==> config.mk <==
export PLATFORM = sky130hd
export DESIGN_NAME = wrapper_arbiter_flat
export DESIGN_NICKNAME = d
export VERILOG_FILES = /design/src/rtl/wrapper_arbiter_if.sv /design/src/rtl/wrapper_arbiter.sv /design/src/flat_wrapper.sv
export SDC_FILE = /design/constraint.sdc
export NUM_CORES = 1
export LEC_CHECK = 0
export ABC_AREA = 1
export CORE_MARGIN = 2
export CORE_UTILIZATION = 35
export CTS_BUF_LIST = sky130_fd_sc_hd__clkbuf_8 sky130_fd_sc_hd__clkbuf_16
export DETAILED_ROUTE_END_ITERATION = 8
export PLACE_DENSITY = 0.78
export SETUP_SLACK_MARGIN = 0.05
export SLEW_MARGIN = 20
export SYNTH_ARGS = -nofsm -noshare
export SYNTH_HDL_FRONTEND = slang
export SYNTH_SLANG_ARGS = --single-unit
export TNS_END_PERCENT = 50
==> constraint.sdc <==
create_clock -name clk -period 2.88 [get_ports clk]
set_clock_uncertainty 0.1 [all_clocks]
set_input_delay 0.576 -clock clk [delete_from_list [all_inputs] [get_ports clk]]
set_output_delay 0.576 -clock clk [all_outputs]
set_load 0.05 [all_outputs]
==> src/rtl/wrapper_arbiter_if.sv <==
// Requester and wrapper-side signal bundle for wrapper_arbiter.
// master: arbiter view; slave: requesters plus wrapper view.
interface wrapper_arbiter_if #(
  parameter int N_REQ = 4,
  parameter int ID_W  = 2
);
  logic [N_REQ-1:0]    req;
  logic [16*N_REQ-1:0] x_flat;
  logic [2*N_REQ-1:0]  u_flat;
  logic [N_REQ-1:0]    ack;
  logic                resp_valid;
  logic [ID_W-1:0]     resp_id;
  logic [20:0]         resp_data;
  logic                resp_err;
  logic                busy;
  logic                w_start;
  logic [15:0]         vi;
  logic [1:0]          ui;
  logic                wr_reg;
  logic                w_done;
  logic [20:0]         wr_data;

  modport master (
    input  req, x_flat, u_flat,
    input  wr_reg, w_done, wr_data,
    output ack, resp_valid, resp_id,
    output resp_data, resp_err, busy,
    output w_start, vi, ui
  );

  modport slave (
    output req, x_flat, u_flat,
    output wr_reg, w_done, wr_data,
    input  ack, resp_valid, resp_id,
    input  resp_data, resp_err, busy,
    input  w_start, vi, ui
  );
endinterface

==> src/rtl/wrapper_arbiter.sv <==
// Round-robin arbiter/sequencer sharing one wrapper among N_REQ clients.
// Ports: clk, rst (async active-low), bus (wrapper_arbiter_if.master).
module wrapper_arbiter #(
  parameter int N_REQ   = 4,
  parameter int ID_W    = 2,
  parameter int TIMEOUT = 1024
) (
  input logic               clk,
  input logic               rst,
  wrapper_arbiter_if.master bus
);
  localparam int CNT_W = $clog2(TIMEOUT);

  typedef enum logic [1:0] {
    IDLE, ISSUE, BUSY, RESP
  } state_t;

  state_t          state_q, state_d;
  logic [ID_W-1:0] rr_ptr, id_q;
  logic [ID_W-1:0] gnt_id, nxt_ptr;
  logic            gnt_vld;
  logic [15:0]     vi_q;
  logic [1:0]      ui_q;
  logic [20:0]     cap_q;
  logic            got_q, err_q;
  logic [CNT_W-1:0] cnt_q;
  logic            to_hit;
  logic            in_resp;

  // Scan downward so the lowest offset from rr_ptr wins.
  always_comb begin
    gnt_vld = 1'b0;
    gnt_id  = '0;
    for (int i = N_REQ - 1; i >= 0; i--) begin
      logic [ID_W-1:0] idx;
      idx = ID_W'((int'(rr_ptr) + i) % N_REQ);
      if (bus.req[idx]) begin
        gnt_vld = 1'b1;
        gnt_id  = idx;
      end
    end
  end

  assign to_hit  = (cnt_q == CNT_W'(TIMEOUT - 1));
  assign nxt_ptr = (id_q == ID_W'(N_REQ - 1))
                 ? '0 : id_q + 1'b1;

  always_ff @(posedge clk or negedge rst) begin
    if (!rst) state_q <= IDLE;
    else      state_q <= state_d;
  end

  always_comb begin
    state_d = state_q;
    unique case (state_q)
      IDLE:  if (gnt_vld) state_d = ISSUE;
      ISSUE: state_d = BUSY;
      BUSY:  if (bus.w_done || to_hit)
               state_d = RESP;
      RESP:  state_d = IDLE;
    endcase
  end

  always_ff @(posedge clk or negedge rst) begin
    if (!rst) begin
      rr_ptr <= '0;
      id_q   <= '0;
      vi_q   <= '0;
      ui_q   <= '0;
      cap_q  <= '0;
      got_q  <= 1'b0;
      err_q  <= 1'b0;
      cnt_q  <= '0;
    end else begin
      unique case (state_q)
        IDLE: if (gnt_vld) begin
          id_q  <= gnt_id;
          vi_q  <= bus.x_flat[16*gnt_id +: 16];
          ui_q  <= bus.u_flat[2*gnt_id +: 2];
          cap_q <= '0;
          got_q <= 1'b0;
        end
        ISSUE: begin
          cnt_q <= '0;
          err_q <= 1'b0;
        end
        BUSY: begin
          cnt_q <= cnt_q + 1'b1;
          if (bus.wr_reg) begin
            cap_q <= bus.wr_data;
            got_q <= 1'b1;
          end
          // Same-cycle strobe counts as data received.
          if (bus.w_done)
            err_q <= ~(got_q | bus.wr_reg);
          else if (to_hit)
            err_q <= 1'b1;
        end
        RESP: rr_ptr <= nxt_ptr;
      endcase
    end
  end

  assign in_resp        = (state_q == RESP);
  assign bus.busy       = (state_q != IDLE);
  assign bus.w_start    = (state_q == ISSUE);
  assign bus.vi         = vi_q;
  assign bus.ui         = ui_q;
  assign bus.resp_valid = in_resp;
  assign bus.ack        = in_resp
                        ? (N_REQ'(1) << id_q) : '0;
  assign bus.resp_id    = in_resp ? id_q : '0;
  assign bus.resp_err   = in_resp & err_q;
  assign bus.resp_data  = (in_resp && !err_q)
                        ? cap_q : '0;
endmodule

==> src/flat_wrapper.sv <==
// flat-port wrapper written by rule: the top's interface ports become plain ports
module wrapper_arbiter_flat 
#(
  parameter int N_REQ   = 4,
  parameter int ID_W    = 2,
  parameter int TIMEOUT = 1024
)
  (clk, rst, bus_req, bus_x_flat, bus_u_flat, bus_wr_reg, bus_w_done, bus_wr_data, bus_ack, bus_resp_valid, bus_resp_id, bus_resp_data, bus_resp_err, bus_busy, bus_w_start, bus_vi, bus_ui);
  wrapper_arbiter_if #(.N_REQ(N_REQ), .ID_W(ID_W)) bus_i ();
  input logic clk;
  input logic rst;
  input wire logic [$bits(bus_i.req)-1:0] bus_req;
  input wire logic [$bits(bus_i.x_flat)-1:0] bus_x_flat;
  input wire logic [$bits(bus_i.u_flat)-1:0] bus_u_flat;
  input wire logic [$bits(bus_i.wr_reg)-1:0] bus_wr_reg;
  input wire logic [$bits(bus_i.w_done)-1:0] bus_w_done;
  input wire logic [$bits(bus_i.wr_data)-1:0] bus_wr_data;
  output wire logic [$bits(bus_i.ack)-1:0] bus_ack;
  output wire logic [$bits(bus_i.resp_valid)-1:0] bus_resp_valid;
  output wire logic [$bits(bus_i.resp_id)-1:0] bus_resp_id;
  output wire logic [$bits(bus_i.resp_data)-1:0] bus_resp_data;
  output wire logic [$bits(bus_i.resp_err)-1:0] bus_resp_err;
  output wire logic [$bits(bus_i.busy)-1:0] bus_busy;
  output wire logic [$bits(bus_i.w_start)-1:0] bus_w_start;
  output wire logic [$bits(bus_i.vi)-1:0] bus_vi;
  output wire logic [$bits(bus_i.ui)-1:0] bus_ui;
  assign bus_i.req = bus_req;
  assign bus_i.x_flat = bus_x_flat;
  assign bus_i.u_flat = bus_u_flat;
  assign bus_i.wr_reg = bus_wr_reg;
  assign bus_i.w_done = bus_w_done;
  assign bus_i.wr_data = bus_wr_data;
  assign bus_ack = bus_i.ack;
  assign bus_resp_valid = bus_i.resp_valid;
  assign bus_resp_id = bus_i.resp_id;
  assign bus_resp_data = bus_i.resp_data;
  assign bus_resp_err = bus_i.resp_err;
  assign bus_busy = bus_i.busy;
  assign bus_w_start = bus_i.w_start;
  assign bus_vi = bus_i.vi;
  assign bus_ui = bus_i.ui;
  wrapper_arbiter #(.N_REQ(N_REQ), .ID_W(ID_W), .TIMEOUT(TIMEOUT)) u_core (.clk(clk), .rst(rst), .bus(bus_i));
endmodule
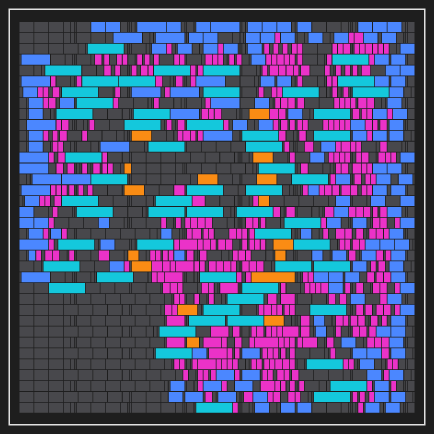
(cell classes on the final placement)
Drawn at 4 px/micron. Fill, decap, tap and diode cells in grey.
[clock drivers and dummy loads] orange | cells: 16 | share of their area: 3.8%
[remaining buffers and delay cells] blue | cells: 158 | share of their area: 33%
[remaining logic cells] magenta | cells: 422 | share of their area: 36%
[registers] cyan | cells: 57 | share of their area: 27%

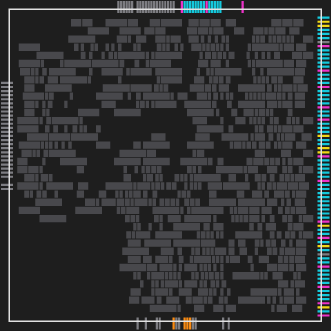
(pin map)
Drawn at 3 px/micron. Pins as bars across the die edge, other pins in grey.
[bus_u_flat] yellow | pins: 8 | direction: input | edge: right
[bus_ack] orange | pins: 4 | direction: output | edge: bottom
[bus_vi] magenta | pins: 16 | direction: output | edge: 13 right, 3 top
[bus_x_flat] cyan | pins: 64 | direction: input | edge: 51 right, 13 top
all pins by edge: 74 right, 36 top, 26 left, 14 bottom

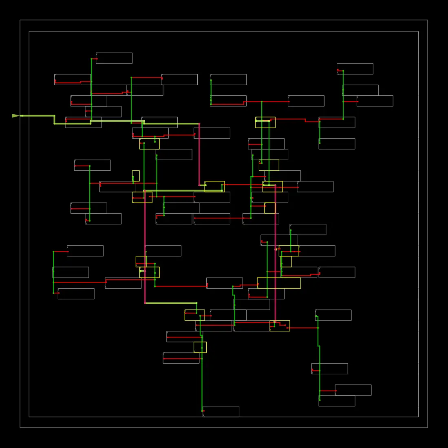
(clock wiring as the flow saved it)
clkbuf count: 10
flip-flops: 57

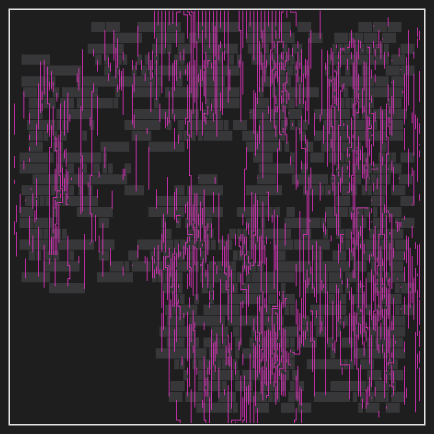
(met2 routing)
Drawn at 4 px/micron.
longest straight run: 59.5 microns
share of all routed wire: 49%

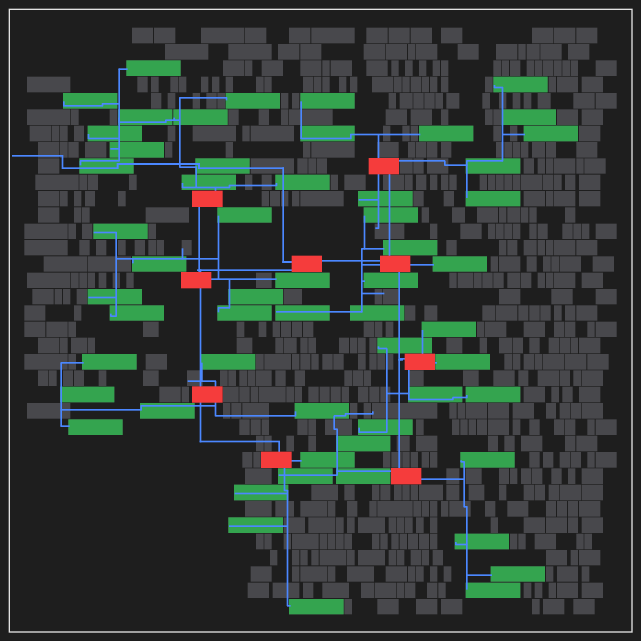
(clock network drawn from the DEF)
Drawn at 6 px/micron.
[clock-net drivers] red | count: 9
[flip-flops] green | count: 57
[clock wires] blue | length: 779 microns
routed clock nets: 10
total clock network power: 763 uW
Worst-Skew Late Latency: 0.33 ns
share of total power in the clock network: 12.8%

==> impl_report.txt <==
FLOW METRICS REPORT
----------------------------------------------------
[Synth]
  Leading post-synthesis cells by instance count ........................ 136 x sky130_fd_sc_hd__nand2_1, 76 x sky130_fd_sc_hd__inv_1, 76 x sky130_fd_sc_hd__nand3_1, 57 x sky130_fd_sc_hd__dfrtp_1, 50 x sky130_fd_sc_hd__nor2_1
  Async SR Flop Fraction ........................ 100%
  Library cell with the highest instance count after synthesis ........................ sky130_fd_sc_hd__nand2_1
  Cell Area, Synth ........................ 3470 sq um

[Critical path]
  Endpoint arrival time on the critical path ........................ 2.02 ns
  Number of cells on the worst reg-to-reg path ........................ 13
  WP buf/inv ........................ 1
  Data required time at the worst endpoint ........................ 2.20 ns
  Launch point of the worst path ........................ u_core.state_q[1]
  Endpoint of the worst-slack reg-to-reg timing path ........................ u_core.bus.ui[1]
  Reg2reg setup slack ........................ 0.50 ns

[Power]
  Total power consumption of the routed design ........................ 5980 uW
  Leakage ........................ 0.00274 uW
  Sw power ........................ 3110 uW
  Peak supply drop ........................ 0.409 mV

[Run status]
  Outcome ........................ completed

[Timing]
  Achievable Freq ........................ 371 MHz
  Number of endpoints failing setup at the final stage ........................ 0
  Final Max-Slew Violation Tally ........................ 0

[Clocking]
  Master cell of the clock root buffer ........................ sky130_fd_sc_hd__clkbuf_8
  Number of CTS-inserted buffers ........................ 9

[Global routing]
  Global routing met1 resource utilization ........................ 23.4%
  Global-route wire length before repair ........................ 17,600 microns

[Finish]
  Fraction of layout instances using a drive strength above 1 ........................ 9.34%
  Nets ........................ 759

[Detailed routing]
  Detailed-router iteration count before antenna repair ........................ 4

[Die]
  Top-Level Pins ........................ 150

----------------------------------------------------
-- registers in the layout (all words and copies together), names as in the netlist --
signal          count
u_core.cnt_q       10
u_core.state_q      2
u_core.bus.vi      16
u_core.rr_ptr       2
u_core.err_q        1
u_core.got_q        1
u_core.id_q         2
u_core.cap_q       21
u_core.bus.ui       2
-- kinds of logic after synthesis --
group                      synth area share (%)
buffers and inverters                      12.0
DFF                                        41.1
and+or+nand+nor                            36.1
adders and majority gates                  3.61
xor gates and xnor gates                  0.722
AOI/OAI and AO/OA                          6.42
-- through the flow --
step | std cells | worst slack [ns] | utilization (%)
final | 786 | 0.185 | 56.8
after global routing | 786 | 0.0763 | 56.8
after floorplan | 499 | 0.313 | -
after detailed placement | 770 | 0.197 | 54.5
after global placement | 770 | 0.310 | 54.5
after CTS | 786 | 0.0874 | 56.6
-- cell type report --
class                           count  area [sq um]
Clock buffer                       10           138
Clock inverter                      6          66.3
Fill cell                         846          4180
Inverter                           79           299
Multi-Input combinational cell    343          1620
Sequential cell                    57          1430
Tap cell                          133           166
Timing Repair Buffer              158          1780
-- power groups by stage --
stage	sequential, uW	combinational [uW]	clock (uW)
3_3_place_gp	1320	3810	0
2_1_floorplan	1710	2370	0
5_1_grt	1360	4290	826
4_1_cts	1320	3930	784
3_5_place_dp	1330	3910	0
6_report	1320	3900	763
-- placed cells by master, fill, tap and decap left out --
| cell type | n |
|---|---|
| sky130_fd_sc_hd__bufinv_16 | 1 |
| sky130_fd_sc_hd__o21ai_1 | 7 |
| sky130_fd_sc_hd__clkinvlp_4 | 3 |
| sky130_fd_sc_hd__nor2_2 | 2 |
| sky130_fd_sc_hd__xnor2_2 | 1 |
| sky130_fd_sc_hd__nand3_2 | 3 |
| sky130_fd_sc_hd__a21oi_1 | 10 |
| sky130_fd_sc_hd__ha_1 | 10 |
| sky130_fd_sc_hd__or2_1 | 10 |
| sky130_fd_sc_hd__nand4_1 | 1 |
| sky130_fd_sc_hd__xor2_1 | 1 |
| sky130_fd_sc_hd__nand2_4 | 1 |
| sky130_fd_sc_hd__a211oi_1 | 2 |
| sky130_fd_sc_hd__o21bai_1 | 1 |
| sky130_fd_sc_hd__clkdlybuf4s50_1 | 120 |
| sky130_fd_sc_hd__nand2_2 | 4 |
| sky130_fd_sc_hd__buf_12 | 21 |
| sky130_fd_sc_hd__buf_2 | 1 |
| sky130_fd_sc_hd__clkbuf_8 | 10 |
| sky130_fd_sc_hd__nand3_1 | 76 |
| sky130_fd_sc_hd__dlymetal6s2s_1 | 7 |
| sky130_fd_sc_hd__nor3_1 | 5 |
| sky130_fd_sc_hd__inv_6 | 1 |
| sky130_fd_sc_hd__buf_4 | 9 |
| sky130_fd_sc_hd__inv_2 | 2 |
| sky130_fd_sc_hd__o21ai_0 | 23 |
| sky130_fd_sc_hd__inv_4 | 1 |
| sky130_fd_sc_hd__clkinv_2 | 1 |
| sky130_fd_sc_hd__dfrtp_1 | 57 |
| sky130_fd_sc_hd__nor2_1 | 50 |
| sky130_fd_sc_hd__inv_1 | 76 |
| sky130_fd_sc_hd__nand2_1 | 136 |
-- per-layer routing --
layer	wire [microns]	share of wire, %
met3	841	7.9
met1	4410	42
met5	0	0
met4	201	1.9
met2	5170	49
Power is estimated from default activity; no workload was simulated.
